--- config.mk ---
export PLATFORM = sky130hd
export DESIGN_NAME = frame_sync_controller_flat
export DESIGN_NICKNAME = d
export VERILOG_FILES = /design/src/rtl/frame_sync_controller_pkg.sv /design/src/rtl/frame_sync_controller_if.sv /design/src/rtl/frame_sync_controller_sync_correlator.sv /design/src/rtl/frame_sync_controller.sv /design/src/flat_wrapper.sv
export SDC_FILE = /design/constraint.sdc
export NUM_CORES = 1
export LEC_CHECK = 0
export ABC_AREA = 1
export CAP_MARGIN = 5
export CORE_MARGIN = 8
export CORE_UTILIZATION = 25
export DETAILED_ROUTE_END_ITERATION = 6
export GPL_TIMING_DRIVEN = 0
export PLACE_DENSITY = 0.45
export SLEW_MARGIN = 0
export SYNTH_ARGS = -nofsm -noshare
export SYNTH_HDL_FRONTEND = slang
export SYNTH_SLANG_ARGS = --single-unit
--- constraint.sdc ---
create_clock -name i_clk -period 5 [get_ports i_clk]
set_input_delay 0.5 -clock i_clk [delete_from_list [all_inputs] [get_ports i_clk]]
set_output_delay 0.5 -clock i_clk [all_outputs]
set_load 0.01 [all_outputs]
--- src/rtl/frame_sync_controller_pkg.sv ---
// Shared definitions for the frame-sync controller: FSM state encoding and default
// sync-word / framing constants.
package frame_sync_controller_pkg;

    typedef enum logic [1:0] {
        ST_HUNT    = 2'd0,
        ST_CONFIRM = 2'd1,
        ST_LOCKED  = 2'd2
    } state_e;

    localparam int                   DEF_WIDTH       = 12;
    localparam logic [DEF_WIDTH-1:0] DEF_PATTERN     = 12'b111000101011;
    localparam int                   DEF_ERR_TOL     = 2;
    localparam int                   DEF_FRAME_LEN   = 64;
    localparam int                   DEF_CONFIRM_CNT = 3;
    localparam int                   DEF_LOSS_CNT    = 4;

endpackage

--- src/rtl/frame_sync_controller_if.sv ---
// Bit-stream interface between the serial receiver (master) and the frame-sync
// controller (slave), including the framed payload and status outputs.
interface frame_sync_controller_if
    import frame_sync_controller_pkg::*;
#(
    parameter int WIDTH     = DEF_WIDTH,
    parameter int FRAME_LEN = DEF_FRAME_LEN
);
    logic                           i_data;
    logic                           i_valid;
    logic                           i_resync;
    logic [1:0]                     o_state;
    logic                           o_locked;
    logic                           o_frame_start;
    logic                           o_sync_lost;
    logic [$clog2(WIDTH+1)-1:0]     o_err_bits;
    logic                           o_data;
    logic                           o_data_valid;
    logic [$clog2(FRAME_LEN)-1:0]   o_bit_idx;

    modport master (
        output i_data, i_valid, i_resync,
        input  o_state, o_locked, o_frame_start, o_sync_lost, o_err_bits,
               o_data, o_data_valid, o_bit_idx
    );

    modport slave (
        input  i_data, i_valid, i_resync,
        output o_state, o_locked, o_frame_start, o_sync_lost, o_err_bits,
               o_data, o_data_valid, o_bit_idx
    );

endinterface

--- src/rtl/frame_sync_controller_sync_correlator.sv ---
// Serial sync-word correlator: shift window, fill counter and mismatch popcount.
// errs/hit describe the window as it will be after the current bit is shifted in.
module frame_sync_controller_sync_correlator
    import frame_sync_controller_pkg::*;
#(
    parameter int               WIDTH   = DEF_WIDTH,
    parameter logic [WIDTH-1:0] PATTERN = DEF_PATTERN,
    parameter int               ERR_TOL = DEF_ERR_TOL,
    localparam int              ERR_W   = $clog2(WIDTH+1)
) (
    input  logic             clk,
    input  logic             rst,
    input  logic             shift_en,
    input  logic             data_in,
    output logic [ERR_W-1:0] errs,
    output logic             hit
);
    localparam int FILL_W = $clog2(WIDTH+1);

    logic [WIDTH-1:0]  win_q, win_d, win_next;
    logic [FILL_W-1:0] fill_q, fill_d;

    always_comb begin
        win_next = {win_q[WIDTH-2:0], data_in};
        errs     = ERR_W'($countones(win_next ^ PATTERN));
        // fill counts bits before this one, so WIDTH-1 means this bit completes the window
        hit      = (fill_q >= FILL_W'(WIDTH-1)) && (errs <= ERR_W'(ERR_TOL));
        win_d    = win_q;
        fill_d   = fill_q;
        if (shift_en) begin
            win_d = win_next;
            if (fill_q != FILL_W'(WIDTH))
                fill_d = fill_q + FILL_W'(1);
        end
    end

    always_ff @(posedge clk) begin
        if (rst) begin
            win_q  <= '0;
            fill_q <= '0;
        end else begin
            win_q  <= win_d;
            fill_q <= fill_d;
        end
    end

endmodule

--- src/rtl/frame_sync_controller.sv ---
// Frame-sync controller: HUNT/CONFIRM/LOCKED acquisition with flywheel, frame bit
// counter and registered payload/status outputs around the sync correlator.
module frame_sync_controller
    import frame_sync_controller_pkg::*;
#(
    parameter int               WIDTH       = DEF_WIDTH,
    parameter logic [WIDTH-1:0] PATTERN     = DEF_PATTERN,
    parameter int               ERR_TOL     = DEF_ERR_TOL,
    parameter int               FRAME_LEN   = DEF_FRAME_LEN,
    parameter int               CONFIRM_CNT = DEF_CONFIRM_CNT,
    parameter int               LOSS_CNT    = DEF_LOSS_CNT
) (
    input  logic                     i_clk,
    input  logic                     i_reset,
    frame_sync_controller_if.slave   bus
);
    localparam int ERR_W  = $clog2(WIDTH+1);
    localparam int IDX_W  = $clog2(FRAME_LEN);
    localparam int CONF_W = $clog2(CONFIRM_CNT+1);
    localparam int MISS_W = $clog2(LOSS_CNT+1);

    state_e            state_q, state_d;
    logic [IDX_W-1:0]  bit_cnt_q, bit_cnt_d;
    logic [CONF_W-1:0] conf_cnt_q, conf_cnt_d;
    logic [MISS_W-1:0] miss_cnt_q, miss_cnt_d;
    logic              locked_q, locked_d;
    logic              frame_start_q, frame_start_d;
    logic              sync_lost_q, sync_lost_d;
    logic [ERR_W-1:0]  err_bits_q, err_bits_d;
    logic              data_q, data_d;
    logic              data_valid_q, data_valid_d;
    logic [IDX_W-1:0]  bit_idx_q, bit_idx_d;

    logic              accept;
    logic              sync_pos;
    logic              hit;
    logic [ERR_W-1:0]  errs;

    // A resync cycle drops its bit entirely, window included.
    assign accept   = bus.i_valid && !bus.i_resync;
    assign sync_pos = (bit_cnt_q == IDX_W'(FRAME_LEN-1));

    frame_sync_controller_sync_correlator #(
        .WIDTH   (WIDTH),
        .PATTERN (PATTERN),
        .ERR_TOL (ERR_TOL)
    ) u_sync_correlator (
        .clk      (i_clk),
        .rst      (i_reset),
        .shift_en (accept),
        .data_in  (bus.i_data),
        .errs     (errs),
        .hit      (hit)
    );

    always_comb begin
        state_d       = state_q;
        bit_cnt_d     = bit_cnt_q;
        conf_cnt_d    = conf_cnt_q;
        miss_cnt_d    = miss_cnt_q;
        err_bits_d    = err_bits_q;
        data_d        = data_q;
        bit_idx_d     = bit_idx_q;
        frame_start_d = 1'b0;
        sync_lost_d   = 1'b0;
        data_valid_d  = 1'b0;

        if (bus.i_resync) begin
            state_d    = ST_HUNT;
            bit_cnt_d  = '0;
            conf_cnt_d = '0;
            miss_cnt_d = '0;
            err_bits_d = '0;
            data_d     = 1'b0;
            bit_idx_d  = '0;
        end else if (bus.i_valid) begin
            bit_cnt_d = sync_pos ? '0 : bit_cnt_q + IDX_W'(1);
            unique case (state_q)
                ST_HUNT: begin
                    if (hit) begin
                        state_d       = (CONFIRM_CNT == 1) ? ST_LOCKED : ST_CONFIRM;
                        conf_cnt_d    = CONF_W'(1);
                        miss_cnt_d    = '0;
                        bit_cnt_d     = '0;
                        frame_start_d = 1'b1;
                        err_bits_d    = errs;
                    end
                end
                ST_CONFIRM: begin
                    if (sync_pos) begin
                        err_bits_d = errs;
                        if (hit) begin
                            conf_cnt_d    = conf_cnt_q + CONF_W'(1);
                            frame_start_d = 1'b1;
                            if (conf_cnt_q == CONF_W'(CONFIRM_CNT-1)) begin
                                state_d    = ST_LOCKED;
                                miss_cnt_d = '0;
                            end
                        end else begin
                            state_d    = ST_HUNT;
                            conf_cnt_d = '0;
                        end
                    end
                end
                ST_LOCKED: begin
                    if (sync_pos) begin
                        err_bits_d = errs;
                        if (hit) begin
                            miss_cnt_d    = '0;
                            frame_start_d = 1'b1;
                        end else if (miss_cnt_q == MISS_W'(LOSS_CNT-1)) begin
                            state_d     = ST_HUNT;
                            miss_cnt_d  = '0;
                            sync_lost_d = 1'b1;
                        end else begin
                            miss_cnt_d = miss_cnt_q + MISS_W'(1);
                        end
                    end else if (bit_cnt_q <= IDX_W'(FRAME_LEN-WIDTH-1)) begin
                        data_valid_d = 1'b1;
                        data_d       = bus.i_data;
                        bit_idx_d    = bit_cnt_q;
                    end
                end
                default: state_d = ST_HUNT;
            endcase
        end
        locked_d = (state_d == ST_LOCKED);
    end

    always_ff @(posedge i_clk) begin
        if (i_reset) begin
            state_q       <= ST_HUNT;
            bit_cnt_q     <= '0;
            conf_cnt_q    <= '0;
            miss_cnt_q    <= '0;
            locked_q      <= 1'b0;
            frame_start_q <= 1'b0;
            sync_lost_q   <= 1'b0;
            err_bits_q    <= '0;
            data_q        <= 1'b0;
            data_valid_q  <= 1'b0;
            bit_idx_q     <= '0;
        end else begin
            state_q       <= state_d;
            bit_cnt_q     <= bit_cnt_d;
            conf_cnt_q    <= conf_cnt_d;
            miss_cnt_q    <= miss_cnt_d;
            locked_q      <= locked_d;
            frame_start_q <= frame_start_d;
            sync_lost_q   <= sync_lost_d;
            err_bits_q    <= err_bits_d;
            data_q        <= data_d;
            data_valid_q  <= data_valid_d;
            bit_idx_q     <= bit_idx_d;
        end
    end

    assign bus.o_state       = state_q;
    assign bus.o_locked      = locked_q;
    assign bus.o_frame_start = frame_start_q;
    assign bus.o_sync_lost   = sync_lost_q;
    assign bus.o_err_bits    = err_bits_q;
    assign bus.o_data        = data_q;
    assign bus.o_data_valid  = data_valid_q;
    assign bus.o_bit_idx     = bit_idx_q;

endmodule

--- src/flat_wrapper.sv ---
// flat-port wrapper written by rule: the top's interface ports become plain ports
module frame_sync_controller_flat import frame_sync_controller_pkg::*;
#(
    parameter int               WIDTH       = DEF_WIDTH,
    parameter logic [WIDTH-1:0] PATTERN     = DEF_PATTERN,
    parameter int               ERR_TOL     = DEF_ERR_TOL,
    parameter int               FRAME_LEN   = DEF_FRAME_LEN,
    parameter int               CONFIRM_CNT = DEF_CONFIRM_CNT,
    parameter int               LOSS_CNT    = DEF_LOSS_CNT
)
  (i_clk, i_reset, bus_i_data, bus_i_valid, bus_i_resync, bus_o_state, bus_o_locked, bus_o_frame_start, bus_o_sync_lost, bus_o_err_bits, bus_o_data, bus_o_data_valid, bus_o_bit_idx);
  frame_sync_controller_if #(.WIDTH(WIDTH), .FRAME_LEN(FRAME_LEN)) bus_i ();
  input  logic i_clk;
  input  logic i_reset;
  input wire logic [$bits(bus_i.i_data)-1:0] bus_i_data;
  input wire logic [$bits(bus_i.i_valid)-1:0] bus_i_valid;
  input wire logic [$bits(bus_i.i_resync)-1:0] bus_i_resync;
  output wire logic [$bits(bus_i.o_state)-1:0] bus_o_state;
  output wire logic [$bits(bus_i.o_locked)-1:0] bus_o_locked;
  output wire logic [$bits(bus_i.o_frame_start)-1:0] bus_o_frame_start;
  output wire logic [$bits(bus_i.o_sync_lost)-1:0] bus_o_sync_lost;
  output wire logic [$bits(bus_i.o_err_bits)-1:0] bus_o_err_bits;
  output wire logic [$bits(bus_i.o_data)-1:0] bus_o_data;
  output wire logic [$bits(bus_i.o_data_valid)-1:0] bus_o_data_valid;
  output wire logic [$bits(bus_i.o_bit_idx)-1:0] bus_o_bit_idx;
  assign bus_i.i_data = bus_i_data;
  assign bus_i.i_valid = bus_i_valid;
  assign bus_i.i_resync = bus_i_resync;
  assign bus_o_state = bus_i.o_state;
  assign bus_o_locked = bus_i.o_locked;
  assign bus_o_frame_start = bus_i.o_frame_start;
  assign bus_o_sync_lost = bus_i.o_sync_lost;
  assign bus_o_err_bits = bus_i.o_err_bits;
  assign bus_o_data = bus_i.o_data;
  assign bus_o_data_valid = bus_i.o_data_valid;
  assign bus_o_bit_idx = bus_i.o_bit_idx;
  frame_sync_controller #(.WIDTH(WIDTH), .PATTERN(PATTERN), .ERR_TOL(ERR_TOL), .FRAME_LEN(FRAME_LEN), .CONFIRM_CNT(CONFIRM_CNT), .LOSS_CNT(LOSS_CNT)) u_core (.i_clk(i_clk), .i_reset(i_reset), .bus(bus_i));
endmodule
### Routing congestion map, run 1

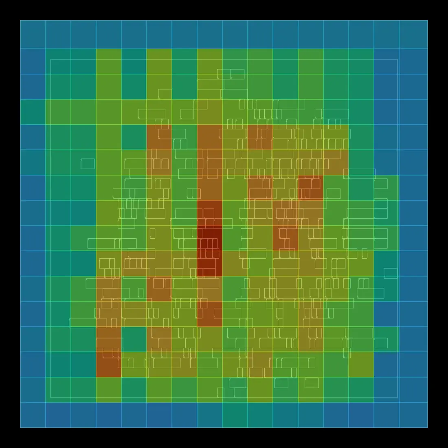
wire per inst: 11.9 µm
met1 Use GR: 10.2%
Most Used Layer, Global Route: met2
met3 Track Usage GR: 2.44%

### Cell density map, run 1

The bar under the picture is 20 µm long. 11 x 11 tiles, from black (low) to pale yellow (high), 0 to 100% covered.
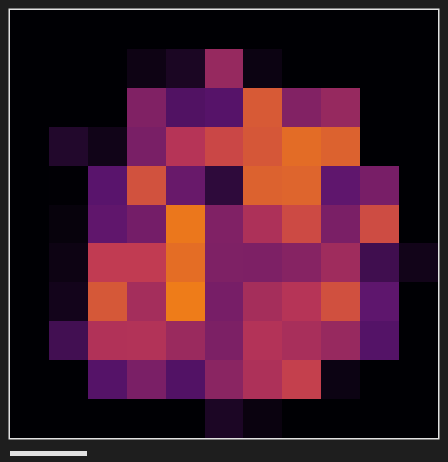
The fullest tile reaches 70%. 41% of the tiles are nearly empty. The mean over all tiles is 21%.

### Signal metal coverage by tile, run 1

The bar under the picture is 20 µm long. 22 x 22 tiles, from black (low) to pale yellow (high), scaled to the fullest tile. Values are wire area over tile area, all layers added.
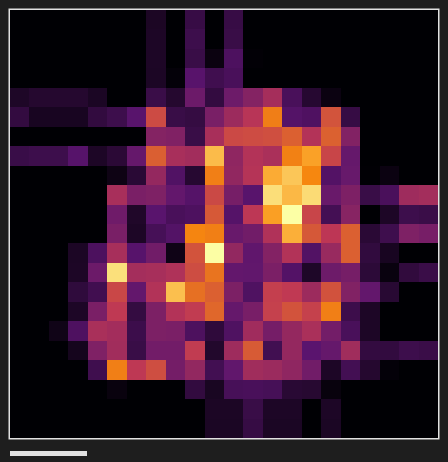
42% of the tiles are nearly empty. The fullest tile reaches 0.35. The emptiest ninth of the die: top left. 11% of the tiles are over half the peak. The mean over all tiles is 0.065.

==> metrics.cfg, run 1 <==
[outcome]
status=completed

[pwr]
swShare_pct=31.9
switchingPower_w=0.000249
power_w=0.000780
powerDensity_nw_per_um2=282
internal_power_w=0.000531
leakage_nw=1.15
comb_power_share_pct=24.3
ir_worst_vdd_v=0.000124

[min_path]
hold_class=register to register
min_from=u_core.miss_cnt_q[2]
min_path_cells=2

[worst_setup_path]
crit_path_end_kind=register
critPathSlowestCell=fa_1
r2r-end=u_core.bus.o_locked
cp.arrival_ns=4.69
r2r_slack_ns=0.51
cp_cell_sequence=inv_1, fa_1, inv_1, fa_1, inv_1, fa_1, inv_1, fa_1, inv_1, ha_2, inv_2, fa_1, inv_1, nand2_1, nand2_1, nor2_2, nand3_4, inv_4, nand2_2, a21oi_2, nand2_1, a21oi_2, nor2_4
endpoint=u_core.bus.o_locked
r2r_cells=23
crit_top_cell=inv_1
path_class=register to register
crit_start=u_core.u_sync_correlator.win_q[8]
worstReg2RegStart=u_core.u_sync_correlator.win_q[8]

[yosys]
syn-num-nets=311
avgSynthCellArea_um2=7.94
common_cells=dfxtp_1 (43), inv_1 (42), nand2_1 (40)
ys_types=33
syn-instance-count=286
numSynthFlops=43
ys_seq_share_pct=37.9
yosys-top-cells-area=dfxtp_1 (38%), ha_1 (7.2%), inv_1 (6.9%)
synth-edff-count=0
mappedNetlistArea_um2=2270
synth_warnings=0
synth_top_cell_by_count=dfxtp_1

[drt]
drt_pass1_iterations=5
drt_iter0_markers=55
route.vias.total=1879
wirelength_um=5090
vias_per_cell=4.40
antenna_left=0

[placement]
place_area_um2=2610
port_buffers=20
dpl.hpwl_um=3920
gp_congestion=0.797

[cells_and_area]
diodes=0
layout.area.comb_um2=1230
register_area_um2=861
area_delta_synth_final_pct=21.8
finalInstanceArea_um2=2760
nNetsFinal=343
fill_cells=950
drive_gt1_share_pct=15.7

[clocking]
cts_tree=done
cts_buffers=5
cts_max_level=2
cts.path.max_buffers=2
clkLatencyLatePin_ns=0.30
root_buffer=clkbuf_8

[sta]
worst-slew-pin-transition_ns=0.461
finalCriticalPeriod_ns=4.49
fin_crit_sh_pct=89.8
slew_headroom_pct=69.2
hold_viol=0
fin_skew_ns=0.0113
slew_viol_final=0
fmax_ghz=0.223
hold_slack_ns=0.468

[global_routing]
grt_overflow_total=0
grt_use_total_pct=8.60
grt_pass1_wl_um=8940

[floorplanning]
core_um2=8760
die_area_um2=12400
rows=34
initial_utilization_pct=25.9
die_w_um=111

[job]
cap_violations=0
warnings=30

[run 1: final cells by class]
| type | count | area share [%] |
|---|---|---|
| sequential | 43 | 31.1 |
| timing repair buffer | 25 | 8.69 |
| multi-input combinational | 190 | 44.5 |
| clock buffer | 5 | 2.49 |
| tap | 108 | 4.89 |
| buffer | 5 | 0.860 |
| inverter | 48 | 6.61 |
| clock inverter | 3 | 0.860 |
[run 1: metrics by stage]
step	TNS (ns)	instances	setup WS, ns	util [%]
after floorplan	0	286	0.622	-
after global placement	-1.03	414	-0.175	29.7
after detailed placement	-1.16	414	-0.174	29.7
after CTS	0	422	0.130	30.8
after global routing	0	427	0.224	31.5
final	0	427	0.508	31.5
[run 1: per-layer routing]
| metal | vias up | wire length, µm | track usage (%) |
|---|---|---|---|
| li1 | 979 | - | - |
| met1 | 866 | 2340 | 10.2 |
| met2 | 26 | 2440 | 14.4 |
| met3 | 8 | 204 | 2.44 |
| met4 | 0 | 107 | 3.20 |
| met5 | - | 0 | 0 |
[run 1: what timing repair did]
item | CTS | global route
gates resized | 0 | 12
setup endpoints to repair | 0 | 6
buffers inserted | 0 | 5
[run 1: cells by family after synthesis]
group	after synthesis	share of synthesized area [%]
fa+ha+maj	20	13.3
flops	43	37.9
simple gates	111	23.5
compound gates	56	14.7
buf+inv	53	8.99
xor+xnor	3	1.49
[run 1: power groups by stage]
stage / combinational [W] / clock, W / sequential (W)
3_5_place_dp: 0.000182 / 0 / 0.000367
4_1_cts: 0.000183 / 0.000249 / 0.000359
2_1_floorplan: 0.000138 / 0 / 0.000366
5_1_grt: 0.000222 / 0.000261 / 0.000361
6_report: 0.000189 / 0.000232 / 0.000358
3_3_place_gp: 0.000181 / 0 / 0.000367
[run 1: placed cells by master (no fill, tap or decap), types with 6 or more instances in the layout]
master,instances
ha_1,12
inv_2,7
inv_1,40
clkdlybuf4s50_1,19
o21ai_0,13
nor2_1,36
fa_1,7
dfxtp_1,43
nand3_1,10
nand2_2,6
nand2_1,36
a21oi_1,20
a211oi_1,12
[run 1: state kept, by name (all words and copies together) (netlist names)]
register                         flops
u_core.bus.o_state                   2
u_core.u_sync_correlator.fill_q      4
u_core.bus.o_bit_idx                 6
u_core.bus.o_locked                  1
u_core.bus.o_data_valid              1
u_core.u_sync_correlator.win_q      11
u_core.bit_cnt_q                     6
u_core.bus.o_data                    1
u_core.bus.o_sync_lost               1
u_core.bus.o_frame_start             1
u_core.bus.o_err_bits                4
u_core.conf_cnt_q                    2
u_core.miss_cnt_q                    3
[run 1: worst max-delay path: cells and delay by family, from the launching register on]
kind                       cells  cell delay (ns)
DFF                            1             0.34
and+or+nand+nor                7             0.58
buffers and inverters          8             0.48
adders and majority gates      6             2.63
AOI/OAI and AO/OA              2             0.34
### Signal wires on met2, run 1

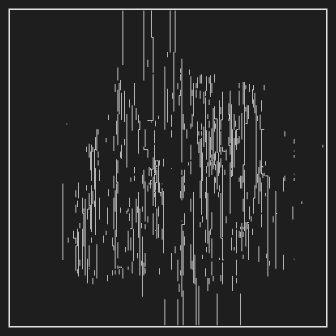

==> run 1 -> run 2 <==
Settings changed: CORE_ASPECT_RATIO set to 2.
### Signal wires on met2, run 2

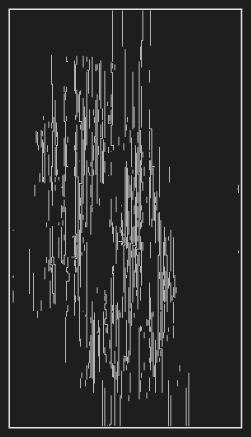
280 nets have wire on it. The wires run mostly vertical. The layer holds 59% of the routed length.
met2 GRT Util: 19.4%
Total Wirelength: 5750 µm
Via Count: 1896

==> run 2 against run 1 <==
Against the previous run:
- sequential share of layout area down 0.31 points
- routed wire length up 13%
- sequential power about the same
- clock power up 33%
- setup slack worse by 0.12 ns
- worst hold slack worse by 0.0020 ns
- critical path depth up 2
==> metrics.cfg, run 2 <==
[job]
cap_violations=0  ; unchanged
warnings=30  ; unchanged

[cells_and_area]
fill_cells=931  ; -2.0%
nNetsFinal=344  ; +0.29%
largest_reg_flops=11  ; unchanged
drive_gt1_share_pct=13.8  ; -1.8 points
area_delta_synth_final_pct=23.0
finalInstanceArea_um2=2790  ; +1.0%
mostFrequentLayoutCell=dfxtp_1
diodes=0  ; unchanged
final_cell_mix=dfxtp_1 (43), inv_1 (40), nand2_1 (38), nor2_1 (37), a21oi_1 (21)
utilization_pct=31.4  ; -0.14 points
top_register=u_core.u_sync_correlator.win_q

[worst_setup_path]
crit_path_end_kind=register
r2r_slack_ns=0.40  ; -0.11 ns
cp.arrival_ns=4.78  ; +0.09 ns
path_class=input port to register
r2r-end=u_core.conf_cnt_q[0]
worstReg2RegStart=u_core.u_sync_correlator.win_q[1]
r2r_cells=23  ; unchanged

[yosys]
avgSynthCellArea_um2=7.94  ; unchanged
ys_seq_share_pct=37.9  ; unchanged
ys_types=33  ; unchanged
common_cells=dfxtp_1 (43), inv_1 (42), nand2_1 (40)
numSynthFlops=43  ; unchanged
syn-instance-count=286  ; unchanged
synth-edff-count=0  ; unchanged
syn-num-nets=311  ; unchanged
synth_warnings=0  ; unchanged
synth_top_cell_by_area=dfxtp_1
synth_top_cell_by_count=dfxtp_1
yosys-top-cells-area=dfxtp_1 (38%), ha_1 (7.2%), inv_1 (6.9%)
mappedNetlistArea_um2=2270  ; unchanged
ys_cells=286

[sta]
slew_viol_final=0  ; unchanged
fin_crit_sh_pct=92.2  ; +2.3 points
finalSetupViolations=0
hold_viol=0  ; unchanged
fmax_ghz=0.217  ; -2.5%
worst-slew-pin-transition_ns=0.494  ; +0.0322 ns
fin_skew_ns=0.00566  ; -0.00569 ns
finalCriticalPeriod_ns=4.61  ; +0.117 ns
rsz0062_at_grt=no
slew_headroom_pct=67.1  ; -2.1 points

[global_routing]
grt_max_degree=12
grt_use_total_pct=9.44  ; +0.84 points
grt_pass1_wl_um=9590  ; +7.3%
grt_overflow_total=0  ; unchanged

[pwr]
powerDensity_nw_per_um2=305  ; +8.2%
internal_power_w=0.000605  ; +14%
switchingPower_w=0.000247  ; -0.57%
swShare_pct=29.0  ; -2.9 points
comb_power_share_pct=21.7  ; -2.6 points
leakage_nw=1.18  ; +2.5%
ir_worst_vdd_v=0.000184  ; +49%

[min_path]
min_path_cells=2  ; unchanged
min_from=u_core.miss_cnt_q[2]
hold_class=register to register

[clocking]
cts_buffers=5  ; unchanged
cts_hold_buf=0
clkLatencyLatePin_ns=0.29  ; about the same
cts.path.max_buffers=2  ; unchanged
root_buffer=clkbuf_16
cts_max_level=2  ; unchanged
cts_tree=done

[drt]
drc=0
wire_per_inst_um=13.7  ; +15%
antenna_left=0  ; unchanged
vias_per_cell=4.51  ; +2.6%
drt_iter0_markers=86  ; +56%
drt_pass1_iterations=4  ; -1

[floorplanning]
die_area_um2=12600  ; +1.5%
core_um2=8890  ; +1.4%
initial_utilization_pct=25.5  ; -0.37 points
die_w_um=83.4  ; -25%
rows=49  ; +44%

[placement]
gp_congestion=0.795  ; -0.23%
dpl.hpwl_um=4500  ; +15%
place_area_um2=2600  ; -0.29%
port_buffers=20  ; unchanged

[outcome]
status=completed

### The metal 1 layer, run 2

The bar under the picture is 20 µm long.
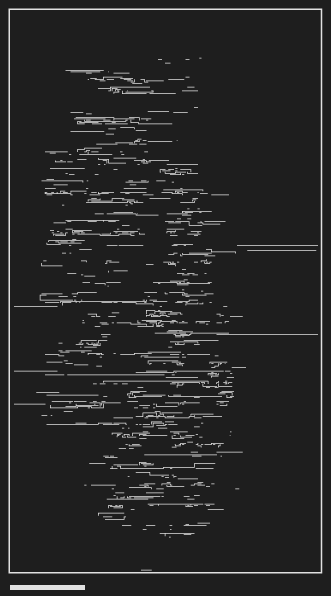
The wires run mostly horizontal. The longest straight run is 28.1 µm.
met1 Use GR: 8.20%

==> run 2: cell types whose count changed in the layout (fill, tap and decap cells not counted), sizes merged <==
cell and delta:
inv -1, clkbuf +1, buf +1, clkinvlp -2
==> run 2: routing by layer <==
metal,track usage (%),wire length [µm]
met1,8.20,2090
met2,19.4,3380
met3,1.63,116
met4,5.31,161
met5,0,0
==> run 2: cell type report <==
cell class	count	area, µm²	area share [%]
inverter	48	180	6.45
clock buffer	6	129	4.62
multi-input combinational	190	1220	43.8
tap	102	128	4.57
buffer	5	23.8	0.852
timing repair buffer	26	248	8.87
sequential	43	861	30.8
==> run 2: cells by family (layout without fill, tap and decap cells) <==
family | after synthesis | after routing | share of synthesized area [%]
xor+xnor | 3 | 3 | 1.49
flops | 43 | 43 | 37.9
simple gates | 111 | 111 | 23.5
buf+inv | 53 | 85 | 8.99
compound gates | 56 | 56 | 14.7
fa+ha+maj | 20 | 20 | 13.3
==> run 2: how the worst max path moves through the flow <==
stage	start	end	slack (ns)	cells past startpoint
after floorplan	bus_i_data	u_core.miss_cnt_q[2]	0.62	23
after global placement	bus_i_data	u_core.bus.o_locked	-0.29	24
after detailed placement	bus_i_data	u_core.miss_cnt_q[2]	-0.28	24
after CTS	bus_i_data	u_core.bus.o_locked	0.01	24
after global routing	u_core.u_sync_correlator.win_q[1]	u_core.miss_cnt_q[1]	0.13	22
final	bus_i_data	u_core.conf_cnt_q[0]	0.39	25
==> run 2: power groups by stage <==
stage / combinational, W / clock (W) / sequential [W]
global placement: 0.000182 / 0 / 0.000367
global route: 0.000213 / 0.000332 / 0.000360
CTS: 0.000185 / 0.000320 / 0.000359
detailed placement: 0.000184 / 0 / 0.000367
floorplan: 0.000138 / 0 / 0.000366
finish: 0.000185 / 0.000308 / 0.000359
==> run 2: metrics by stage <==
| step | hold WS (ns) | setup slack (ns) | setup TNS (ns) | std cells | power, W |
|---|---|---|---|---|---|
| 5_1_grt | 0.479 | 0.127 | 0 | 420 | 0.000906 |
| 3_3_place_gp | 0.453 | -0.287 | -3.21 | 408 | 0.000549 |
| 3_5_place_dp | 0.459 | -0.278 | -3.34 | 408 | 0.000551 |
| 6_report | 0.466 | 0.391 | 0 | 420 | 0.000852 |
| 4_1_cts | 0.468 | 0.0112 | 0 | 416 | 0.000864 |
| 2_1_floorplan | 0.443 | 0.622 | 0 | 286 | 0.000504 |
==> run 2: what timing repair did <==
action,4_1_cts,5_1_grt
setup endpoints to repair,1,16
gates resized,1,7
endpoints found under the hold margin,0,0
buffers inserted,2,4
pin swaps,0,7
==> run 2: critical path, stage by stage <==
cell and delay [ns]:
dlymetal6s2s_1 0.11, inv_2 0.08, fa_1 0.53, inv_1 0.05, fa_1 0.50, inv_1 0.05, fa_1 0.49, inv_1 0.06
fa_1 0.46, inv_1 0.07, ha_2 0.16, inv_2 0.05, fa_1 0.56, inv_1 0.05, nand2_1 0.06, nand2_2 0.06
nor2_4 0.13, nand3_4 0.13, nand2_4 0.11, nand2_4 0.07, buf_4 0.14, inv_2 0.04, nand2_1 0.07, o21ai_0 0.17
a21oi_1 0.06
Power figures rest on the tool's default switching activity, not on a simulated workload.
